**Selected gate families**

Scale: 10 px per um.
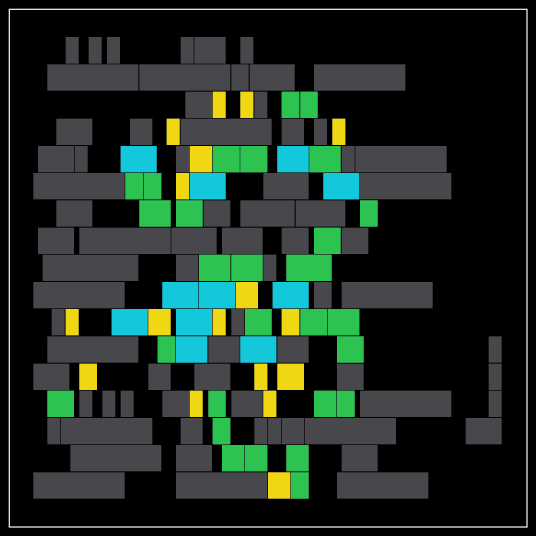
**Close-up of the layout**

Region (11, 21) to (41, 51) um. Cells in gray, sequential cells in the stronger gray; small squares are vias.
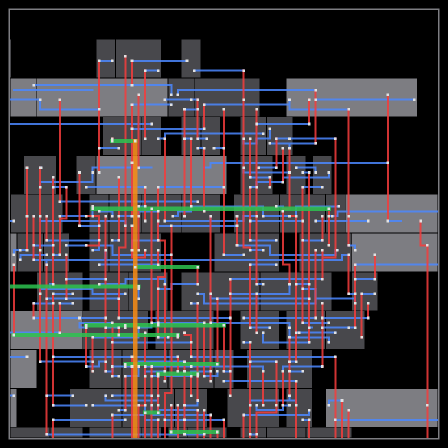
**Congestion heat map**

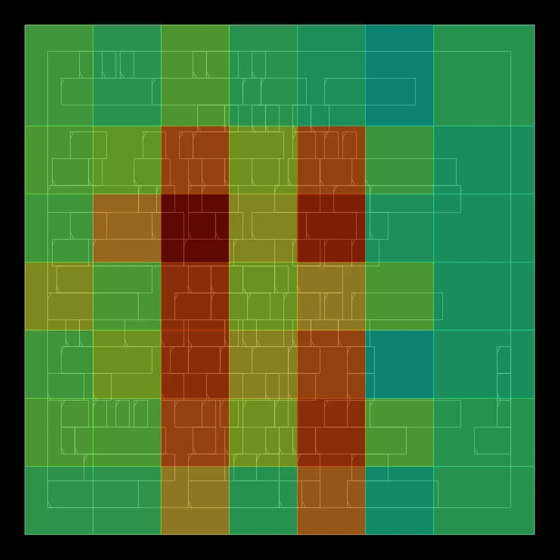
**The metal 1 layer**

Scale: 8 px per um. Supply wires on this layer in gray.
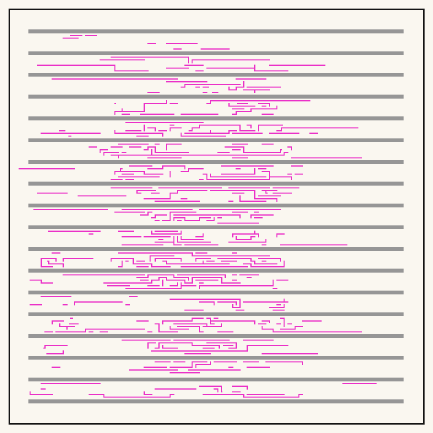
**Signal wires by layer**

Scale: 8 px per um. Two of the layers only.
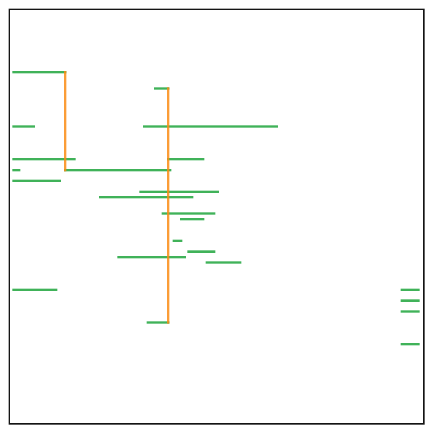
`config.mk`:
```
export PLATFORM = sky130hd
export DESIGN_NAME = slv_guard_rst_ctrl
export DESIGN_NICKNAME = d
export VERILOG_FILES = /design/src/rtl/slv_guard_rst_pkg.sv /design/src/rtl/slv_guard_rst_timer.sv /design/src/rtl/slv_guard_rst_ctrl.sv
export SDC_FILE = /design/constraint.sdc
export NUM_CORES = 1
export LEC_CHECK = 0
export CAP_MARGIN = 0
export CORE_MARGIN = 2
export CORE_UTILIZATION = 53
export DETAILED_ROUTE_END_ITERATION = 8
export PLACE_DENSITY = 0.78
export SLEW_MARGIN = 20
export SYNTH_ARGS = -nofsm -noshare
export SYNTH_HDL_FRONTEND = slang
export SYNTH_SLANG_ARGS = --single-unit
```
`constraint.sdc`:
```
create_clock -name clk_i -period 2.3 [get_ports clk_i]
set_input_delay 0.23 -clock clk_i [delete_from_list [all_inputs] [get_ports clk_i]]
set_output_delay 0.23 -clock clk_i [all_outputs]
set_load 0.02 [all_outputs]
```
`src/rtl/slv_guard_rst_pkg.sv`:
```
// slv_guard_rst_pkg: state encoding, constants and helpers for the subordinate reset controller
package slv_guard_rst_pkg;

    typedef enum logic [2:0] {IDLE, ISOLATE, ASSERT, RELEASE, DONE, WAIT_CLR, FAIL} rst_state_e;

    localparam int RstCntWidth = 8;

    function automatic int max3(input int a, input int b, input int c);
        return (a > b) ? ((a > c) ? a : c) : ((b > c) ? b : c);
    endfunction

endpackage

```
`src/rtl/slv_guard_rst_timer.sv`:
```
// slv_guard_rst_timer: loadable down-counter that stops at zero and flags it
module slv_guard_rst_timer #(
    parameter int Width = 9
) (
    input  logic             clk_i,
    input  logic             rst_i,
    input  logic             load,
    input  logic [Width-1:0] load_val,
    input  logic             enable,
    output logic             zero
);

    logic [Width-1:0] cnt;

    always_ff @(posedge clk_i or posedge rst_i)
        if (rst_i) cnt <= '0;
        else if (load) cnt <= load_val;
        else if (enable && cnt != '0) cnt <= cnt - 1'b1;

    assign zero = cnt == '0;

endmodule

```
`src/rtl/slv_guard_rst_ctrl.sv`:
```
// slv_guard_rst_ctrl: isolates, resets and re-admits the guarded subordinate with bounded retry.
// Define SLV_GUARD_RST_CTRL_CNT_EN to enable the saturating completed-reset counter on rst_cnt_o.
module slv_guard_rst_ctrl
    import slv_guard_rst_pkg::*;
#(
    parameter int IsoCycles  = 8,
    parameter int HoldCycles = 16,
    parameter int AckTimeout = 256,
    parameter int MaxRetries = 2
) (
    input  logic                   clk_i,
    input  logic                   rst_i,
    input  logic                   rst_req_i,
    input  logic                   slv_ready_i,
    output logic                   isolate_o,
    output logic                   slv_rst_no,
    output logic                   rst_stat_o,
    output logic                   busy_o,
    output logic                   fail_o,
    output logic [RstCntWidth-1:0] rst_cnt_o
);

    localparam int TmrWidth = $clog2(max3(IsoCycles, HoldCycles, AckTimeout)) + 1;
    localparam int RtyWidth = $clog2(MaxRetries + 2);

    rst_state_e          state_q, state_d;
    logic [RtyWidth-1:0] rty_q, rty_d;
    logic                extra_q, extra_d;
    logic                pulse_d;
    logic                tmr_load, tmr_en, tmr_zero;
    logic [TmrWidth-1:0] tmr_val;

    slv_guard_rst_timer #(.Width(TmrWidth)) u_timer (
        .clk_i    (clk_i),
        .rst_i    (rst_i),
        .load     (tmr_load),
        .load_val (tmr_val),
        .enable   (tmr_en),
        .zero     (tmr_zero)
    );

    always_comb begin
        state_d  = state_q;
        rty_d    = rty_q;
        extra_d  = extra_q;
        pulse_d  = 1'b0;
        tmr_load = 1'b0;
        tmr_en   = 1'b0;
        tmr_val  = '0;
        case (state_q)
            IDLE: if (rst_req_i) begin
                state_d  = ISOLATE;
                tmr_load = 1'b1;
                tmr_val  = TmrWidth'(IsoCycles - 1);
            end
            ISOLATE: if (tmr_zero) begin
                state_d  = ASSERT;
                tmr_load = 1'b1;
                tmr_val  = TmrWidth'(HoldCycles - 1);
            end else tmr_en = 1'b1;
            ASSERT: if (tmr_zero) begin
                state_d  = RELEASE;
                tmr_load = 1'b1;
                tmr_val  = TmrWidth'(AckTimeout - 1);
            end else tmr_en = 1'b1;
            // Ack is checked first so it wins over a same-cycle timeout
            RELEASE: if (slv_ready_i) state_d = DONE;
            else if (!tmr_zero) tmr_en = 1'b1;
            else if (rty_q < RtyWidth'(MaxRetries)) begin
                rty_d    = rty_q + 1'b1;
                state_d  = ASSERT;
                tmr_load = 1'b1;
                tmr_val  = TmrWidth'(HoldCycles - 1);
            end else state_d = FAIL;
            DONE: begin
                state_d = WAIT_CLR;
                extra_d = 1'b0;
            end
            WAIT_CLR: begin
                rty_d = '0;
                if (!rst_req_i) state_d = IDLE;
                else if (!extra_q) begin
                    pulse_d = 1'b1;
                    extra_d = 1'b1;
                end
            end
            FAIL: ;
            default: state_d = IDLE;
        endcase
    end

    // Outputs are registered from the next state so they line up with state_q
    always_ff @(posedge clk_i or posedge rst_i)
        if (rst_i) begin
            state_q    <= IDLE;
            rty_q      <= '0;
            extra_q    <= 1'b0;
            isolate_o  <= 1'b0;
            slv_rst_no <= 1'b1;
            rst_stat_o <= 1'b0;
            busy_o     <= 1'b0;
            fail_o     <= 1'b0;
        end else begin
            state_q    <= state_d;
            rty_q      <= rty_d;
            extra_q    <= extra_d;
            isolate_o  <= state_d != IDLE;
            slv_rst_no <= !(state_d == ASSERT || state_d == FAIL);
            rst_stat_o <= state_d == DONE || pulse_d;
            busy_o     <= state_d != IDLE;
            fail_o     <= fail_o || state_d == FAIL;
        end

`ifdef SLV_GUARD_RST_CTRL_CNT_EN
    logic [RstCntWidth-1:0] cnt_q;

    always_ff @(posedge clk_i or posedge rst_i)
        if (rst_i) cnt_q <= '0;
        else if (state_d == DONE && state_q != DONE && cnt_q != '1) cnt_q <= cnt_q + 1'b1;

    assign rst_cnt_o = cnt_q;
`else
    assign rst_cnt_o = '0;
`endif

endmodule
```
==> results.txt <==
flow finished, numbers: slowest stage delay, CP 450 ps, I/O pins 17, diode count 0, Setup Total Neg Slack 0 ps, Bufs on Longest Clock Path 2, TritonCTS Buffers 3, YS chip area 0.00120 mm2, hold_ws 324 ps, final worst slack 292 ps, Buffers on Ports 8, register share after synthesis 39.6%, logic area 617 um2, chip area 0.00267 mm2, total grt overflow 0, mean post-synth cell area 9.62 um2, predominant post-synthesis flop cell dfrtp_1, Setup WS pre-CTS 319 ps, ys async rst share 100%, FF+latch count, synth 19, fill count 203, TritonRoute pass-1 iters 4, relative slew slack 52.8%, Worst VDD drop 0.660 mV, final design utilization 58.5%, DRT iter0 DRCs 27, Hold/Removal Path Class primary input to async pin, Max H-tree Level 1, first-pass GRT wire length 4.02 mm, PwrDens 1110 mW/mm2, actual slew at the worst max-slew pin 708 ps, largest net degree at the start of global routing 20, Setup Buffers After CTS 0, leak pwr 0.550 nW, die height 51.6 um, max-cap viol count 0, placed cell area 0.00124 mm2, Rows 17, CP Buf/Inv Count 1, CP max FO 6, Top delay family on crit path simple AND/OR/NAND/NOR gates, Remaining DRCs 0, minimum clock period 2010 ps, core area 0.00217 mm2, clk sink count 19, Max Freq 498 MHz, clk slew on worst S/H paths 100 ps, FF/Latch Area 477 um2, GPL Wtd Cong 0.786, hold_buf cts 0, required time worst endpoint 2540 ps, antenna violations before repair 0, post-DP HPWL 1.68 mm, crit path kind register to register, RSZ-0062 raised after global routing no, CP Data Arrival Time 2250 ps, Vias/cell 6.08, Crit-path slowest cell nor4b_2, cycle use final 87.3%, crit end category register, critical-path cell list inv_1 > ha_1 > nor4b_2 > nand4_1 > a22o_1 > a21oi_2, Post-synth EDFFs 0, outcome finished clean, post-route cell area 0.00127 mm2, Die Wd 51.6 um, Nets 137, post-CTS sizing 0, tool warnings 27, share of post-route cells with drive strength above 1 8.46%, vias in the first global route 907, clock skew 4.85 ps, Mapped Cells 125, Final Hold Fails 0, CP startpoint kind register, Initial Util 55.4%, number of routed nets with antenna violations 0, CTS tree built, Worst-Skew Late Latency 300 ps, Layout Area Growth over Synthesis 5.52%, Pwr Total 1.40 mW
## Picture notes: 'selected gate families'
[aoi and oai cells] green | cells: 28 | most used: o21ai_0
[non-inverting ao/oa cells] cyan | cells: 11 | most used: o211a_1
[nand cells] yellow | cells: 17 | most used: nand2_1
final non-filler cell total: 158
logic share of the area: 48.6%
dominant logic cell type in the layout: dfrtp_1

## Picture notes: 'close-up of the layout'
[M2] red
[M1] blue
[M4] orange
[M3] green
sequential cells in the window: 7
cells with their middle in the window: 58
netlist names of flops here include: u_timer.cnt (7)
most frequent: dfrtp_1 (7), nand2_1 (5)

## Picture notes: 'congestion heat map'
M3 GR Usage: 2.30%
GRT Resource Usage Total: 20.0%
post-DR wirelength/cell: 14.6 um
gr busiest metal: met2

## Picture notes: 'the metal 1 layer'
nets with wire on the layer: 122
main direction: horizontal
Via Count: 960
Routed WL: 2.30 mm

## Picture notes: 'signal wires by layer'
[M3] green | wire length: 122 um
[M4] orange | wire length: 41.5 um

[final timing paths]
path	from	to	slack, ps	cells after the start
min in group clk_i	fail_o	fail_o	500	1
min reg2reg	fail_o	fail_o	500	1
max	u_timer.cnt[0]	u_timer.cnt[4]	290	6
min	rst_i	busy_o	320	2
max reg2reg	u_timer.cnt[0]	u_timer.cnt[4]	290	6
max in group asynchronous	rst_i	u_timer.cnt[5]	1520	2
[layer usage]
metal	part of all wire [%]	routed length [um]	vias up	GRT usage (%)
li1	-	-	470	-
met1	47	1070	450	27.1
met2	46	1070	35	30.8
met3	5.3	121	5	2.30
met4	1.8	41	0	11.8
met5	0	0	-	0
[worst reg2reg max path: stages (launching register included)]
cell and delay (ps):
dfrtp_1 420, inv_1 100, ha_1 160, nor4b_2 450, nand4_1 380, a22o_1 320, a21oi_2 120
[cell usage in the layout, fill, tap and decap left out, types with 3 or more instances in the layout]
master and n:
a21oi_1 4, a31oi_1 4, clkbuf_4 3, clkdlybuf4s50_1 8, conb_1 8, dfrtp_1 18, inv_1 9, nand2_1 10
nor2_1 4, o211a_1 4, o211ai_1 3, o21ai_0 5
[final cells by class]
cell class,count,area share [%]
multi-input combinational,90,48.6
sequential,19,37.6
timing repair buffer,8,6.31
tap,28,2.76
inverter,9,2.66
clock buffer,4,2.07
[cell usage after synthesis, types with 2 or more instances]
cell / n / area, um2
nor2b_1: 2 / 12.5
nand2_1: 10 / 37.5
a31oi_1: 4 / 25.0
o21ai_0: 5 / 25.0
ha_1: 2 / 25.0
clkbuf_1: 3 / 11.3
o211a_1: 4 / 40.0
nand3_1: 2 / 10.0
inv_1: 9 / 33.8
a41oi_1: 2 / 17.5
nor3_1: 2 / 10.0
and3_1: 2 / 12.5
buf_4: 9 / 67.6
nand4_1: 2 / 12.5
dfrtp_1: 18 / 450
o211ai_1: 3 / 22.5
nor3b_1: 2 / 15.0
nand2b_1: 2 / 12.5
a21oi_1: 4 / 20.0
buf_6: 2 / 22.5
nor2_1: 4 / 15.0
[cells by family (layout without fill, tap and decap cells)]
| family | count (synthesis) | in the layout | share of synthesized area, % |
|---|---|---|---|
| other | 1 | 8 | 0.312 |
| buffers and inverters | 23 | 21 | 11.2 |
| muxes | 1 | 1 | 0.832 |
| xor gates and xnor gates | 1 | 1 | 0.729 |
| DFF | 19 | 19 | 39.6 |
| and+or+nand+nor | 39 | 39 | 20.3 |
| adders and majority gates | 2 | 2 | 2.08 |
| AOI/OAI and AO/OA | 39 | 39 | 24.9 |
[report_power, final]
group | switching (mW) | total [mW] | internal, mW
combinational | 0.333 | 0.618 | 0.285
sequential | 0.166 | 0.615 | 0.449
clock | 0.102 | 0.170 | 0.0678
[sequential cells by signal, summed over array words and instances, names as in the netlist]
name and flops:
u_timer.cnt 9, slv_rst_no 1, busy_o 1, extra_q 1, rty_q 2, fail_o 1
rst_stat_o 1, state_q 3
No activity file was given, so power comes from the tool's default toggle rates.
